### M1 wires, run 1

Scale: 4 px per um. Supply wires on this layer in gray.
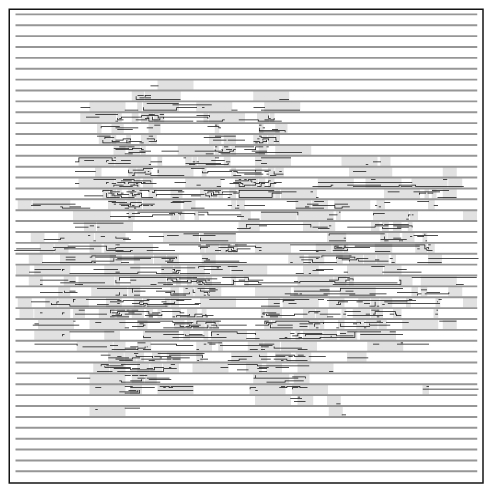
### Placement by cell class, run 1

Scale: 3 px per um.
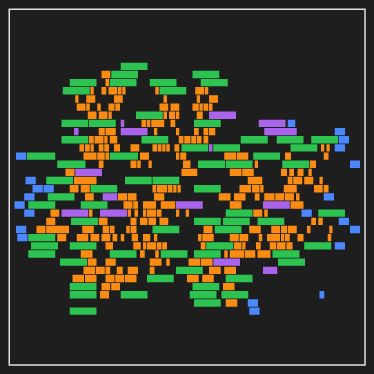
### Placement density heat map, run 1

Scale: 3 px per um. 12 x 12 tiles, from dark blue (low) to red (high), 0 to 100% covered.
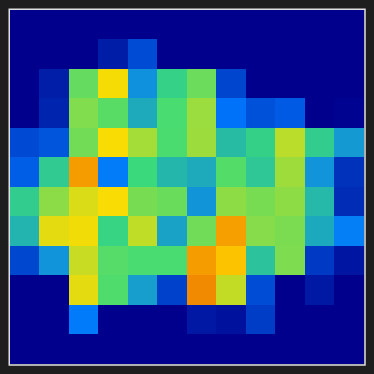
==> config.mk <==
export PLATFORM = sky130hd
export DESIGN_NAME = keycode_arbiter
export DESIGN_NICKNAME = d
export VERILOG_FILES = /design/src/rtl/crossy_input_pkg.sv /design/src/rtl/move_fifo.sv /design/src/rtl/keycode_arbiter.sv
export SDC_FILE = /design/constraint.sdc
export NUM_CORES = 1
export LEC_CHECK = 0
export CORE_MARGIN = 1
export CORE_UTILIZATION = 25
export DETAILED_ROUTE_END_ITERATION = 16
export REMOVE_ABC_BUFFERS = 1
export SETUP_SLACK_MARGIN = 0.5
export SLEW_MARGIN = 10
export SYNTH_ARGS = -nofsm -noshare
export SYNTH_HDL_FRONTEND = slang
export SYNTH_HIERARCHICAL = 1
export SYNTH_SLANG_ARGS = --single-unit
export TNS_END_PERCENT = 30
==> constraint.sdc <==
create_clock -name Clk -period 5.7 [get_ports Clk]
set_input_delay 1.71 -clock Clk [delete_from_list [all_inputs] [get_ports Clk]]
set_output_delay 1.71 -clock Clk [all_outputs]
set_load 0.03 [all_outputs]
==> changes_impl.md, run 1 <==
### Metrics

* Status: completed
* Number of antenna-violating nets in the routed design at 0
* CTS Sinks at 67
* Top-area cell share at 0.476
* OpenROAD warning count at 25
* Die Y at approximately 120 um
* Gr usage total at 0.0984
* Skew final at approximately 0.008 ns
* Yosys cell count at between 300 and 400
* Setup violations, final at 0
* Leakage at 0.00185 uW
* Filler cells at 1,347
* Largest net degree at the start of global routing at between 40 and 50
* EDFF count, synth at 0
* Worst hold stages at 0
* Endpoints failing hold at 0
* Most common logic cells in the final layout: dfrtp_1, nand2_1, nor2_1
* Pre-CTS setup slack at 1.73 ns
* Fin crit period at approximately 3.6 ns
* Ranking of synthesized cells by area: dfrtp_1, mux2_2, xor2_1
* Reg2Reg Depth at 5
* Synth Warn # at 6
* Clock transition at path regs at about 0.05 ns
* WS Path Type: in2reg
* CTS tree: yes
* Commonest Layout Cell: dfrtp_1
* Worst Setup Start Kind: input port
* Initial DRC count at 81
* Distinct cell type count after synthesis at between 50 and 60
* Hold Buf Count CTS at 0
* Post-cts sizing count at 0
* Avg Cell Area, Syn at 11.1 sq um
* GP Congestion at 0.776
* RSZ-0062 raised after global routing: no
* Nets@finish at between 300 and 400
* First-pass GRT wire length at 10,800 um
* Number of global-route vias before repair at 2,239
* Slowest cell on crit path: clkdlybuf4s50_1
* H-tree depth at 3
* Residual DRC at 0
* Setup ws final at between 2 and 2.5 ns
* Antenna violations before repair at 0
* P per Cell Area at between 200 and 300 nW/um^2
* Area grow syn2layout at 19.7%
* Max_cap viols at 0
* Slew Limit Fails at 0
* Drt first pass iters at 4
* Worst-Margin Slew at 1.07 ns
* Min-delay worst type: reg2reg
* Peak VDD IR at between 100 and 150 uV
* Max reg flops at 16
* Top-count cell post-synth: dfrtp_1
* CP max FO at 19
* Fmax at about 280 MHz
* Clock Tree Buf Depth at 2
* Crit path cell chain: clkdlybuf4s50_1 -> inv_1 -> and2b_1 -> mux2i_2 -> mux2_1 -> mux2_2
* WL per Instance at between 10 and 15 um
* Post-synth top cells: dfrtp_1, nand2_1, nor2_1
* Root buffer cell: clkbuf_16
* Area leader, netlist: dfrtp_1
* I/O pins at 22
* FFs w/ async S/R, synth at 1.00
* Worst Path Required at between 5 and 6 ns
* Most common reg cell: dfrtp_1
* Setup slack, reg-to-reg at 3.39 ns
* Overflow after GRT at 0
* Critical Path AT at between 3 and 4 ns
* Period utilization at 0.637
* Total power at ~1200 uW
* CP peak stage delay at ~0.55 ns
* Yosys Chip Area at 3370 sq um
* Die Area at 13,900 sq um
* # port buffers at 21
* Cell area after synthesis at about 3400 sq um
* Die width at 118 um
* Register share after synthesis at 0.499
* Syn Inst Count at 304
* Number of vias per cell at between 4 and 5
* CP Capture Type: flip-flop
* Worst rel slew slack at 0.285
* Setup TNS at 0 ns
* Layout cells sized above 1 at 0.160
* Clk Latency, worst-skew pair at ~0.33 ns
* DP HPWL at ~4400 um
* Number of buffers created by CTS at 9
* Ant diodes at 0
* # Post-CTS Setup Buffers at 0
* Post-synth regs at 67
## Picture notes: 'M1 wires'
wire length on this layer: 2,950 um
main direction: horizontal
nets with wire on the layer: 314
longest straight run: 33.6 um
share of all routed wire: 48%
grt met1 use: 0.125
DR vias: 2,218
Detailed Route WL: 6090 um

## Picture notes: 'Placement by cell class'
legend:
  combinational and other logic:
    color: orange
    cells: 227
    share_of_their_area: 43%
  remaining buffers and delay cells:
    color: blue
    cells: 22
    share_of_their_area: 5.6%
  clock drivers and dummy loads:
    color: purple
    cells: 15
    share_of_their_area: 7.7%
  sequential cells:
    color: green
    cells: 67
    share_of_their_area: 44%
final instance area: 4030 sq um
Rows: 42
final design utilization: 0.306
core area: 13,200 sq um
sequential cell area share: 0.417

## Picture notes: 'Placement density heat map'
nearly empty tiles: 38%
tiles over 75% full: 3.5%
fullest tile: 84%
emptiest ninth of the die: upper right
mean over tiles: 27%
Core Util at FP: 0.255

run 1: per-stage QoR:
| step | instance area (sq um) | hold slack, ns | cells | utilization |
|---|---|---|---|---|
| floorplan | 3300 | 0.345 | 294 | - |
| CTS | 4030 | 0.356 | 507 | 0.306 |
| global placement | 3740 | 0.346 | 492 | 0.283 |
| detailed placement | 3740 | 0.349 | 492 | 0.283 |
| finish | 4030 | 0.355 | 507 | 0.306 |
| global route | 4030 | 0.358 | 507 | 0.306 |
run 1: where the power goes:
part	total (uW)	switching [uW]	internal, uW	leakage (uW)
Sequential	520	23.4	497	0.000904
Clock	544	185	359	0.000146
Combinational	101	52.7	48.0	0.000797
run 1: logic make-up after synthesis:
family                   Yosys count  synth area share
AND/OR/NAND/NOR                  106             0.183
flip-flops                        67             0.499
XOR/XNOR                          35            0.0910
AND-OR/OR-AND                     33            0.0639
multiplexers                      30             0.102
buffers and inverters             27            0.0386
adder cells (fa/ha/maj)            6            0.0223
run 1: routing by layer:
layer / up-vias / track usage / share of wire
met5: - / 0 / 0
met2: 40 / 0.149 / 0.46
met1: 1076 / 0.125 / 0.48
met4: 0 / 0.0513 / 0.022
li1: 1091 / - / -
met3: 11 / 0.0315 / 0.037
run 1: critical path: cells and delay by family:
| kind | cells | cell delay [ns] |
|---|---|---|
| muxes | 3 | 0.83 |
| buffers and inverters | 2 | 1.04 |
| and+or+nand+nor | 1 | 0.25 |
run 1: final cells by class:
cell class	instances	area, sq um	share of cell area
Clock buffer	13	260	0.0646
Clock inverter	2	35.0	0.00869
Sequential cell	67	1680	0.417
Inverter	17	66.3	0.0164
Timing Repair Buffer	22	213	0.0528
Multi-Input combinational cell	210	1560	0.386
Tap cell	176	220	0.0546
### I/O nets highlighted, run 1

Scale: 2 px per um.
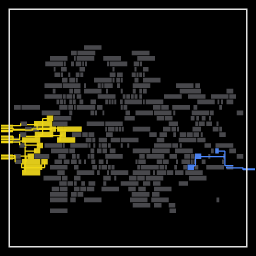

==> run 2: changes to the inputs <==
==> constraint.sdc (replaced) <==
create_clock -name Clk -period 3.79 [get_ports Clk]
set_input_delay 1.137 -clock Clk [delete_from_list [all_inputs] [get_ports Clk]]
set_output_delay 1.137 -clock Clk [all_outputs]
set_load 0.03 [all_outputs]
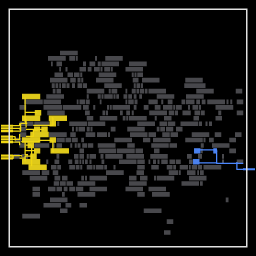
*I/O nets highlighted, run 2*
Scale: 2 px per um.
legend:
  P2Ack:
    color: blue
    bits: 1
    direction: input
    edge: right
    end_cells: 3
    wire: 46.2 um
  Keycode:
    color: yellow
    bits: 8
    direction: input
    edge: left
    end_cells: 16
    wire: 160 um
# port buffers: 21
I/O pins: 22

==> run 2 against run 1 <==
  * Highest routed layer unchanged
  * Critical endpoint is now g_player[0].push_dir_q[0]
  * Global-route usage rose by 0.35 points
  * Largest cell class unchanged
  * Clock power increased by about 50%
  * Sequential cell count did not move
  * Total power up 50%
  * Combinational power is 53% higher
  * Synthesized cell count is the same
  * Via count up 0.32%
==> changes_impl.md, run 2 <==
### Metrics

* Setup TNS at 0 ns (unchanged)
* Final design utilization at 0.307 (+0.00142)
* Post-synth regs at 67 (unchanged)
* Adder share at 0.0223 (unchanged)
* Sw Share at 0.230 (+0.00592)
* Status: completed
* First-pass GRT wire length at 11,000 um (+2.0%)
* Combinational share of power at 0.088 (+0.002)
* Fmax at around 330 MHz
* CTS Sinks at 67 (unchanged)
* Number of buffers created by CTS at 9 (unchanged)
* Number of global-route vias before repair at 2,267 (+1.3%)
* FFs w/ async S/R, synth at 1.00 (unchanged)
* Core Util at FP at 0.255 (unchanged)
* Mux frac, synth at 0.102 (unchanged)
* Post-cts sizing count at 0 (unchanged)
* Most common logic cells in the final layout: dfrtp_1, nand2_1, nor2_1
* Die Area at 13,900 sq um (unchanged)
* Cell area after synthesis at 3370 sq um (unchanged)
* CP Capture Type: flip-flop
* Rows at 42 (unchanged)
* CTS tree: yes
* P_int at 1350 uW (+49%)
* Placed insts at 495 (+0.61%)
* Largest net degree at the start of global routing at 34 (-31%)
* Ant diodes at 0 (unchanged)
* Gr usage total at 0.102 (+0.00350)
* Clock share of power at 0.465 (-0.002)
* Register share after synthesis at 0.499 (unchanged)
* CP max FO at 5 (-14)
* Drt first pass iters at 4 (unchanged)
* Syn Inst Count at 304 (unchanged)
* Overflow after GRT at 0 (unchanged)
* Worst rel slew slack at 0.480 (+0.195)
* CP delay by family, top: simple AND/OR/NAND/NOR gates
* Period utilization at 0.795
* Critical Path AT at 3.23 ns (-0.60 ns)
* RSZ-0062 raised after global routing: no
* Root buffer cell: clkbuf_16
* Initial DRC count at 59 (-27%)
* Aoi share at 0.0639 (unchanged)
* Skew final at 0.00828 ns (+0.000233 ns)
* Core area at 13,200 sq um (unchanged)
* Reg2Reg Depth at 5 (unchanged)
* GP Congestion at 0.767 (-1.1%)
* Sequential Power Share at 0.446 (about the same)
* P per Cell Area at 433 nW/um^2 (+50%)
* Yosys Chip Area at 3370 sq um (unchanged)
* Slew Limit Fails at 0 (unchanged)
* Endpoints failing hold at 0 (unchanged)
* Crit path cell chain: clkdlybuf4s50_1 -> xor2_1 -> nor4_4 -> o211ai_2 -> or4b_4 -> mux2_4
* Number of vias per cell at 4.35 (-0.47%)
* Post-synth top cells: dfrtp_1, nand2_1, nor2_1
* Hold Buf Count CTS at 0 (unchanged)
* Avg Cell Area, Syn at 11.1 sq um (unchanged)
* Die Y at 118 um (unchanged)
* Top-area cell share at 0.476 (unchanged)
* Setup violations, final at 0 (unchanged)
* CP peak stage delay at 0.58 ns (+0.03 ns)
* Slowest cell on crit path: or4b_4
* Residual DRC at 0 (unchanged)
* DP HPWL at 4500 um (+1.5%)
* Placed cell area at 3760 sq um (+0.60%)
* Fin crit period at 3.01 ns
* Area leader, netlist: dfrtp_1
* Comb area leader: simple AND/OR/NAND/NOR gates
* WS Path Type: in2reg
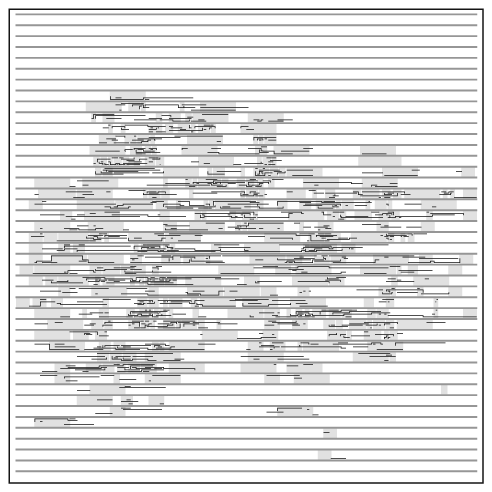
*M1 wires, run 2*
Scale: 4 px per um. Supply wires on this layer in gray.
main direction: horizontal
share of all routed wire: 50%
wire length on this layer: 3,170 um
longest straight run: 31.7 um
nets with wire on the layer: 314
Detailed Route WL: 6310 um
grt met1 use: 0.130
DR vias: 2,225

[run 2: logic make-up after synthesis]
logic type	Yosys count
AND/OR/NAND/NOR	106
flip-flops	67
XOR/XNOR	35
AND-OR/OR-AND	33
multiplexers	30
buffers and inverters	27
adder cells (fa/ha/maj)	6
[run 2: final cells by class]
class	instances	area [sq um]
inverter	17	66.3
clock inverter	2	37.5
fill	1351	9140
sequential	67	1680
clock buffer	14	254
timing repair buffer	25	235
multi-input combinational	210	1560
tap	176	220
[run 2: stage by stage]
step | setup slack (ns) | power [uW]
after global routing | 0.695 | 1830
after floorplan | 0.992 | 885
final | 0.776 | 1750
after global placement | 0.472 | 945
after CTS | 0.778 | 1780
after detailed placement | 0.427 | 951
[run 2: worst reg2reg max path: cells and delay by family (launching register included)]
kind	cells	cell delay (ns)
AND/OR/NAND/NOR	2	0.90
XOR/XNOR	1	0.22
flip-flops	1	0.49
multiplexers	1	0.31
AND-OR/OR-AND	1	0.22
[run 2: power by group through the flow]
stage | Sequential [uW] | Clock (uW) | Combinational [uW]
floorplan | 784 | 0 | 101
global placement | 792 | 0 | 153
detailed placement | 793 | 0 | 158
CTS | 781 | 843 | 159
global route | 786 | 873 | 173
finish | 782 | 815 | 155
[run 2: per-layer routing]
metal / part of all wire / GRT usage
met1: 0.50 / 0.130
met2: 0.44 / 0.152
met3: 0.032 / 0.0271
met4: 0.026 / 0.0649
met5: 0 / 0
Power figures rest on the tool's default switching activity, not on a simulated workload.
